## src/rtl/pwm_pkg.sv

```systemverilog
// pwm_pkg: shared widths and ramp state encoding for the pwm block family.
package pwm_pkg;
    localparam int PWM_BW_DEF = 3;
    localparam int DIV_BW_DEF = 8;
    typedef enum logic [1:0] {
        RAMP_IDLE = 2'd0,
        RAMP_UP   = 2'd1,
        RAMP_DOWN = 2'd2
    } ramp_state_t;
endpackage

```

## src/rtl/pwm_ramp_if.sv

```systemverilog
// pwm_ramp_if: load handshake and pwm drive bundle for pwm_ramp.
// breathe_i/stop_i exist only when PWM_RAMP_BREATHE_EN is defined.
interface pwm_ramp_if
    import pwm_pkg::*;
#(
    parameter int PWM_BW = PWM_BW_DEF,
    parameter int DIV_BW = DIV_BW_DEF
);
    logic              load_i;
    logic [PWM_BW-1:0] target_i;
    logic [PWM_BW-1:0] period_i;
    logic [DIV_BW-1:0] stepDiv_i;
    logic              ready_o;
    logic              busy_o;
    logic              done_o;
    logic [PWM_BW-1:0] onCnt_o;
    logic [PWM_BW-1:0] periodCnt_o;
`ifdef PWM_RAMP_BREATHE_EN
    logic              breathe_i;
    logic              stop_i;
    modport master (output load_i, target_i, period_i, stepDiv_i, breathe_i, stop_i,
                    input ready_o, busy_o, done_o, onCnt_o, periodCnt_o);
    modport slave  (input load_i, target_i, period_i, stepDiv_i, breathe_i, stop_i,
                    output ready_o, busy_o, done_o, onCnt_o, periodCnt_o);
`else
    modport master (output load_i, target_i, period_i, stepDiv_i,
                    input ready_o, busy_o, done_o, onCnt_o, periodCnt_o);
    modport slave  (input load_i, target_i, period_i, stepDiv_i,
                    output ready_o, busy_o, done_o, onCnt_o, periodCnt_o);
`endif
endinterface

```

## src/rtl/counter.sv

```systemverilog
// counter: free-running up counter with synchronous active-low clear.
module counter #(
    parameter int BW = 8
) (
    input  logic          clk_i,
    input  logic          nrst_i,
    input  logic          clr_ni,
    output logic [BW-1:0] cnt_o
);
    always_ff @(posedge clk_i or negedge nrst_i)
        if (!nrst_i) cnt_o <= '0;
        else         cnt_o <= clr_ni ? cnt_o + BW'(1) : '0;
endmodule

```

## src/rtl/pwm_ramp.sv

```systemverilog
// pwm_ramp: walks the pwm on-count one LSB per prescaled step toward a loaded target.
// PWM_RAMP_BREATHE_EN adds continuous 0<->target breathing with a stop request.
module pwm_ramp
    import pwm_pkg::*;
#(
    parameter int PWM_BW = PWM_BW_DEF,
    parameter int DIV_BW = DIV_BW_DEF
) (
    input logic       clk_i,
    input logic       nrst_i,
    pwm_ramp_if.slave bus
);
    ramp_state_t       state, state_n;
    logic [PWM_BW-1:0] on_q, on_n, per_q, per_n, tgt_q, tgt_n, floor_v;
    logic [DIV_BW-1:0] div_q, div_n, pre;
    logic              done_q, done_n, accept, tc, step;
    logic              sess_q, brth_n;

    assign accept = bus.load_i && bus.ready_o;
    assign tc     = pre == div_q;
    assign step   = state != RAMP_IDLE && tc;

    counter #(.BW(DIV_BW)) u_pre (
        .clk_i (clk_i),
        .nrst_i(nrst_i),
        .clr_ni(!(accept || tc)),
        .cnt_o (pre)
    );

`ifdef PWM_RAMP_BREATHE_EN
    // sess_q marks a breathe session (down-ramps floor at 0); brth_q is the live flag stop clears
    logic brth_q, sess_n;
    always_ff @(posedge clk_i or negedge nrst_i)
        if (!nrst_i) begin
            brth_q <= 1'b0;
            sess_q <= 1'b0;
        end else begin
            brth_q <= brth_n;
            sess_q <= sess_n;
        end
`else
    assign sess_q = 1'b0;
    assign brth_n = 1'b0;
`endif

    assign floor_v = sess_q ? '0 : tgt_q;

    always_ff @(posedge clk_i or negedge nrst_i)
        if (!nrst_i) begin
            state  <= RAMP_IDLE;
            on_q   <= '0;
            per_q  <= '0;
            tgt_q  <= '0;
            div_q  <= '0;
            done_q <= 1'b0;
        end else begin
            state  <= state_n;
            on_q   <= on_n;
            per_q  <= per_n;
            tgt_q  <= tgt_n;
            div_q  <= div_n;
            done_q <= done_n;
        end

    always_comb begin
        state_n = state;
        on_n    = on_q;
        per_n   = per_q;
        tgt_n   = tgt_q;
        div_n   = div_q;
        done_n  = 1'b0;
`ifdef PWM_RAMP_BREATHE_EN
        brth_n  = brth_q && !bus.stop_i;
        sess_n  = sess_q;
`endif
        if (accept) begin
            tgt_n   = bus.target_i > bus.period_i ? bus.period_i : bus.target_i;
            per_n   = bus.period_i;
            div_n   = bus.stepDiv_i;
            state_n = tgt_n > on_q ? RAMP_UP : tgt_n < on_q ? RAMP_DOWN : RAMP_IDLE;
            done_n  = tgt_n == on_q;
`ifdef PWM_RAMP_BREATHE_EN
            brth_n  = bus.breathe_i;
            sess_n  = bus.breathe_i;
`endif
        end else if (step && state == RAMP_UP) begin
            on_n = on_q + PWM_BW'(1);
            if (on_n == tgt_q) begin
                done_n  = 1'b1;
                state_n = sess_q ? RAMP_DOWN : RAMP_IDLE;
            end
        end else if (step && state == RAMP_DOWN) begin
            on_n = on_q - PWM_BW'(1);
            if (on_n == floor_v) begin
                done_n  = 1'b1;
                state_n = brth_n && tgt_q != '0 ? RAMP_UP : RAMP_IDLE;
            end
        end
    end

    assign bus.ready_o     = state == RAMP_IDLE;
    assign bus.busy_o      = state != RAMP_IDLE;
    assign bus.done_o      = done_q;
    assign bus.onCnt_o     = on_q;
    assign bus.periodCnt_o = per_q;
endmodule
```

## src/flat_wrapper.sv

```systemverilog
// flat-port wrapper written by rule: the top's interface ports become plain ports
module pwm_ramp_flat import pwm_pkg::*;
#(
    parameter int PWM_BW = PWM_BW_DEF,
    parameter int DIV_BW = DIV_BW_DEF
)
  (clk_i, nrst_i, bus_load_i, bus_target_i, bus_period_i, bus_stepDiv_i, bus_ready_o, bus_busy_o, bus_done_o, bus_onCnt_o, bus_periodCnt_o);
  pwm_ramp_if #(.PWM_BW(PWM_BW), .DIV_BW(DIV_BW)) bus_i ();
  input logic clk_i;
  input logic nrst_i;
  input wire logic [$bits(bus_i.load_i)-1:0] bus_load_i;
  input wire logic [$bits(bus_i.target_i)-1:0] bus_target_i;
  input wire logic [$bits(bus_i.period_i)-1:0] bus_period_i;
  input wire logic [$bits(bus_i.stepDiv_i)-1:0] bus_stepDiv_i;
  output wire logic [$bits(bus_i.ready_o)-1:0] bus_ready_o;
  output wire logic [$bits(bus_i.busy_o)-1:0] bus_busy_o;
  output wire logic [$bits(bus_i.done_o)-1:0] bus_done_o;
  output wire logic [$bits(bus_i.onCnt_o)-1:0] bus_onCnt_o;
  output wire logic [$bits(bus_i.periodCnt_o)-1:0] bus_periodCnt_o;
  assign bus_i.load_i = bus_load_i;
  assign bus_i.target_i = bus_target_i;
  assign bus_i.period_i = bus_period_i;
  assign bus_i.stepDiv_i = bus_stepDiv_i;
  assign bus_ready_o = bus_i.ready_o;
  assign bus_busy_o = bus_i.busy_o;
  assign bus_done_o = bus_i.done_o;
  assign bus_onCnt_o = bus_i.onCnt_o;
  assign bus_periodCnt_o = bus_i.periodCnt_o;
  pwm_ramp #(.PWM_BW(PWM_BW), .DIV_BW(DIV_BW)) u_core (.clk_i(clk_i), .nrst_i(nrst_i), .bus(bus_i));
endmodule
```

## config.mk

```make
export PLATFORM = sky130hd
export DESIGN_NAME = pwm_ramp_flat
export DESIGN_NICKNAME = d
export VERILOG_FILES = /design/src/rtl/pwm_pkg.sv /design/src/rtl/pwm_ramp_if.sv /design/src/rtl/counter.sv /design/src/rtl/pwm_ramp.sv /design/src/flat_wrapper.sv
export SDC_FILE = /design/constraint.sdc
export NUM_CORES = 1
export LEC_CHECK = 0
export CORE_ASPECT_RATIO = 0.6
export CORE_MARGIN = 2
export CORE_UTILIZATION = 53
export DETAILED_ROUTE_END_ITERATION = 6
export GPL_TIMING_DRIVEN = 0
export PLACE_DENSITY = 0.77
export SETUP_SLACK_MARGIN = 0.2
export SLEW_MARGIN = 40
export SYNTH_ARGS = -nofsm -noshare
export SYNTH_HDL_FRONTEND = slang
export SYNTH_SLANG_ARGS = --single-unit
```

## constraint.sdc

```tcl
create_clock -name clk_i -period 1.9 [get_ports clk_i]
set_input_delay 0.38 -clock clk_i [delete_from_list [all_inputs] [get_ports clk_i]]
set_output_delay 0.38 -clock clk_i [all_outputs]
set_load 0.02 [all_outputs]
```

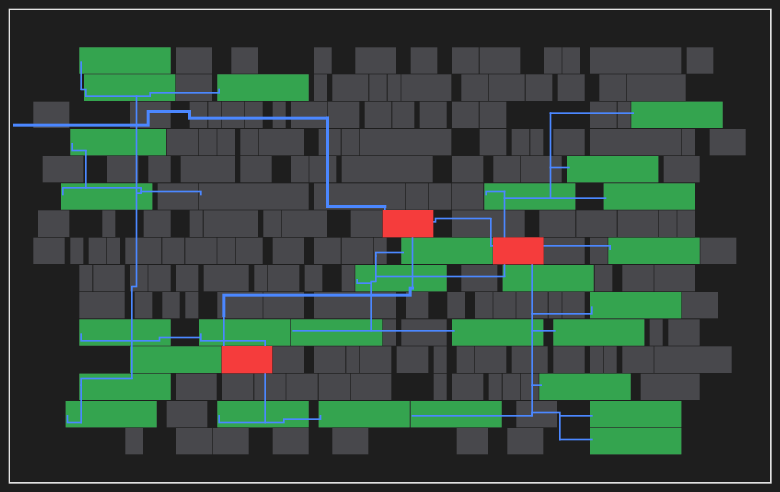
Figure 1: run 1, routed clock nets over the placement.
(10 px per µm)
legend:
  green:
    item: flip-flops
    count: 28
  blue:
    item: clock wires
    length: 354 µm
  red:
    item: clock drivers
    count: 3
routed clock nets: 4
clock skew after layout: 5.711 ps
Clock power frac: 0.153
clock group total power: 479 µW

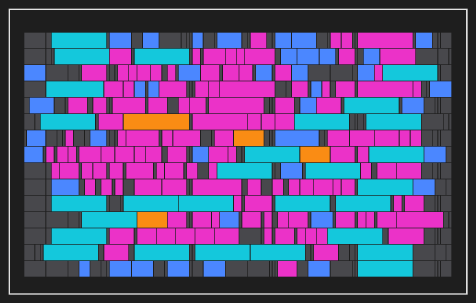
Figure 2: run 1, placement by cell class.
(6 px per µm) Fill, decap, tap and diode cells in grey.
legend:
  blue:
    class: other buffers and delay cells
    cells: 40
  magenta:
    class: combinational and other logic
    cells: 129
  orange:
    class: clock drivers and dummy loads
    cells: 4
  cyan:
    class: flops
    cells: 28
share of cell area taken by flip-flops and latches: 0.3115
area of the core region: 0.002909 mm²
utilization of the core after routing: 0.7746

==> summary.log, run 1 <==
[logic_synthesis] yosys warns 0
[logic_synthesis] top area contributor share 0.4249
[setup_path] RR Endpoint u_core.state[0]
[place] count of input and output buffers 25
[run] number of warning messages in the logs 30
[logic_synthesis] Synth top cell by count sky130_fd_sc_hd__dfrtp_1
[layout] clock network contribution to total cell area 0.03165
[run_status] violated checks setup timing
[logic_synthesis] post-synthesis async set-or-reset flop share 1.000
[logic_synthesis] register share after synthesis 0.4249
[setup_path] r2r worst-path depth 6
[timing] final clock period utilization by the worst path 1.242
[logic_synthesis] instance tally after logic synthesis 160
[power] overall power consumption 3.127 mW
[power] sequential power share 0.366
[route] number of search-and-repair iterations in the first detailed-routing pass 4
[timing] Worst Slack Setup Final -459.3 ps
[global_routing] GRT Util Overall 0.2384
[run_status] outcome finished with violations
[timing] minimum clock period 2359 ps
[timing] final number of setup-violating endpoints 3
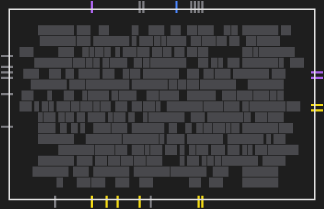
Figure 3: run 1, pin map.
(4 px per µm) Pins as bars across the die edge, other pins in grey.
legend:
  purple:
    port: bus_periodCnt_o
    pins: 3
    direction: output
    edge: 2 right, 1 top
  yellow:
    port: bus_stepDiv_i
    pins: 8
    direction: input
    edge: 6 bottom, 2 right
  blue:
    port: bus_done_o
    pins: 1
    direction: output
    edge: top
all pins by edge: 8 top, 8 bottom, 6 left, 4 right

Figure 4. Clock routing (run 1).
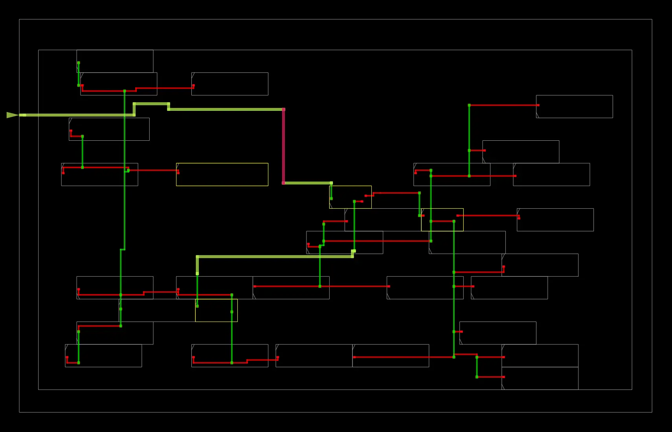

==> inputs of run 2 (changes only) <==
--- a/config.mk
+++ b/config.mk
@@ -9,8 +9,9 @@
 export CORE_MARGIN = 2
 export CORE_UTILIZATION = 53
 export DETAILED_ROUTE_END_ITERATION = 6
-export GPL_TIMING_DRIVEN = 0
+export GPL_TIMING_DRIVEN = 1
 export PLACE_DENSITY = 0.77
+export RECOVER_POWER = 25
 export SETUP_SLACK_MARGIN = 0.2
 export SLEW_MARGIN = 40
 export SYNTH_ARGS = -nofsm -noshare
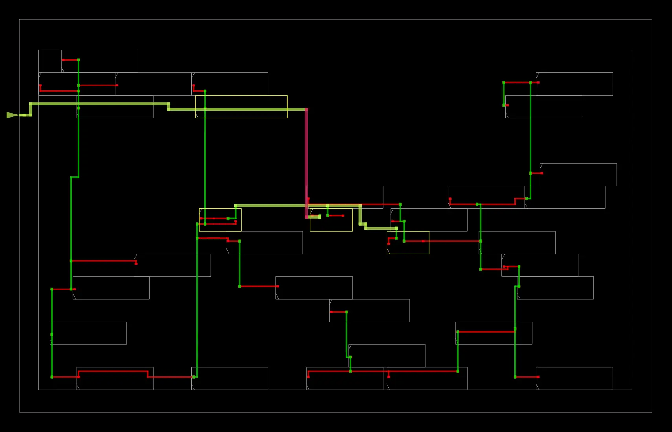
Figure 5: run 2, clock routing.
clock group total power: 480 µW
cts bufs inserted: 3
Clock buffer cells: 3
CTS Sinks: 28

==> summary.log, run 2 <==
[worst_hold_path] worst hold path stage count 4
[setup_path] crit-path cells buf_12, inv_12, ha_4, nor2b_4, o21a_1, or3_4, and3_4, ha_4, nor2b_4, o21a_4, nor4b_4, a2bb2oi_1
[setup_path] first element of the critical path bus_period_i[1]
[logic_synthesis] cell types with the highest counts after synthesis 28 x sky130_fd_sc_hd__dfrtp_1, 15 x sky130_fd_sc_hd__xnor2_1, 12 x sky130_fd_sc_hd__inv_1
[place] count of input and output buffers 25 [unchanged]
[logic_synthesis] post-synthesis simple-gate area fraction 0.1745
[route] number of search-and-repair iterations in the first detailed-routing pass 4 [unchanged]
[power] sequential power share 0.332 [-0.034]
[power] static leakage power 1.081 nW
[layout] Synth-to-Final Area Change 50.30%
[timing] Highest Clock Rate 0.4330 GHz
[place] half-perimeter wire length after detailed placement 2.814 mm
[layout] combinational share of cell area 0.4437
[layout] utilization of the core after routing 0.8520 [+0.07742]
[run_status] violated checks setup timing
[logic_synthesis] Synth top cell by count sky130_fd_sc_hd__dfrtp_1
[timing] clock skew after layout 2.526 ps [-3.185 ps]
[run] number of warning messages in the logs 30 [unchanged]
[cts] Max Root-Sink Buffers 2
[timing] final clock period utilization by the worst path 1.215 [-0.02632]
[logic_synthesis] yosys stat cell total 160
[layout] clock network contribution to total cell area 0.02877 [-0.002876]
[setup_path] RR Endpoint u_core.state[0]
[logic_synthesis] post-synthesis async set-or-reset flop share 1.000 [unchanged]
[logic_synthesis] instance tally after logic synthesis 160 [unchanged]
[power] overall power consumption 3.563 mW [+14%]
[logic_synthesis] register share after synthesis 0.4249 [unchanged]
[timing] final number of setup-violating endpoints 3 [unchanged]
[global_routing] GRT Util Overall 0.2519 [+0.01348]
[run_status] outcome finished with violations
[floorplanning] area of the core region 0.002909 mm² [unchanged]
[logic_synthesis] top area contributor share 0.4249 [unchanged]
[route] count of vias placed by the detailed router 1552
[logic_synthesis] post-synthesis net count 186
[power] power in combinational cells 1.90 mW
[setup_path] count of cell instances traversed by the critical path 12
[power] Clock power frac 0.135 [-0.018]
[setup_path] r2r worst-path depth 6 [unchanged]
[timing] Worst Slack Setup Final -409.3 ps [+50.00 ps]
[cts] cells resized by post-CTS repair 37
[layout] share of cell area taken by flip-flops and latches 0.2842 [-0.02729]
Power figures rest on the tool's default switching activity, not on a simulated workload.
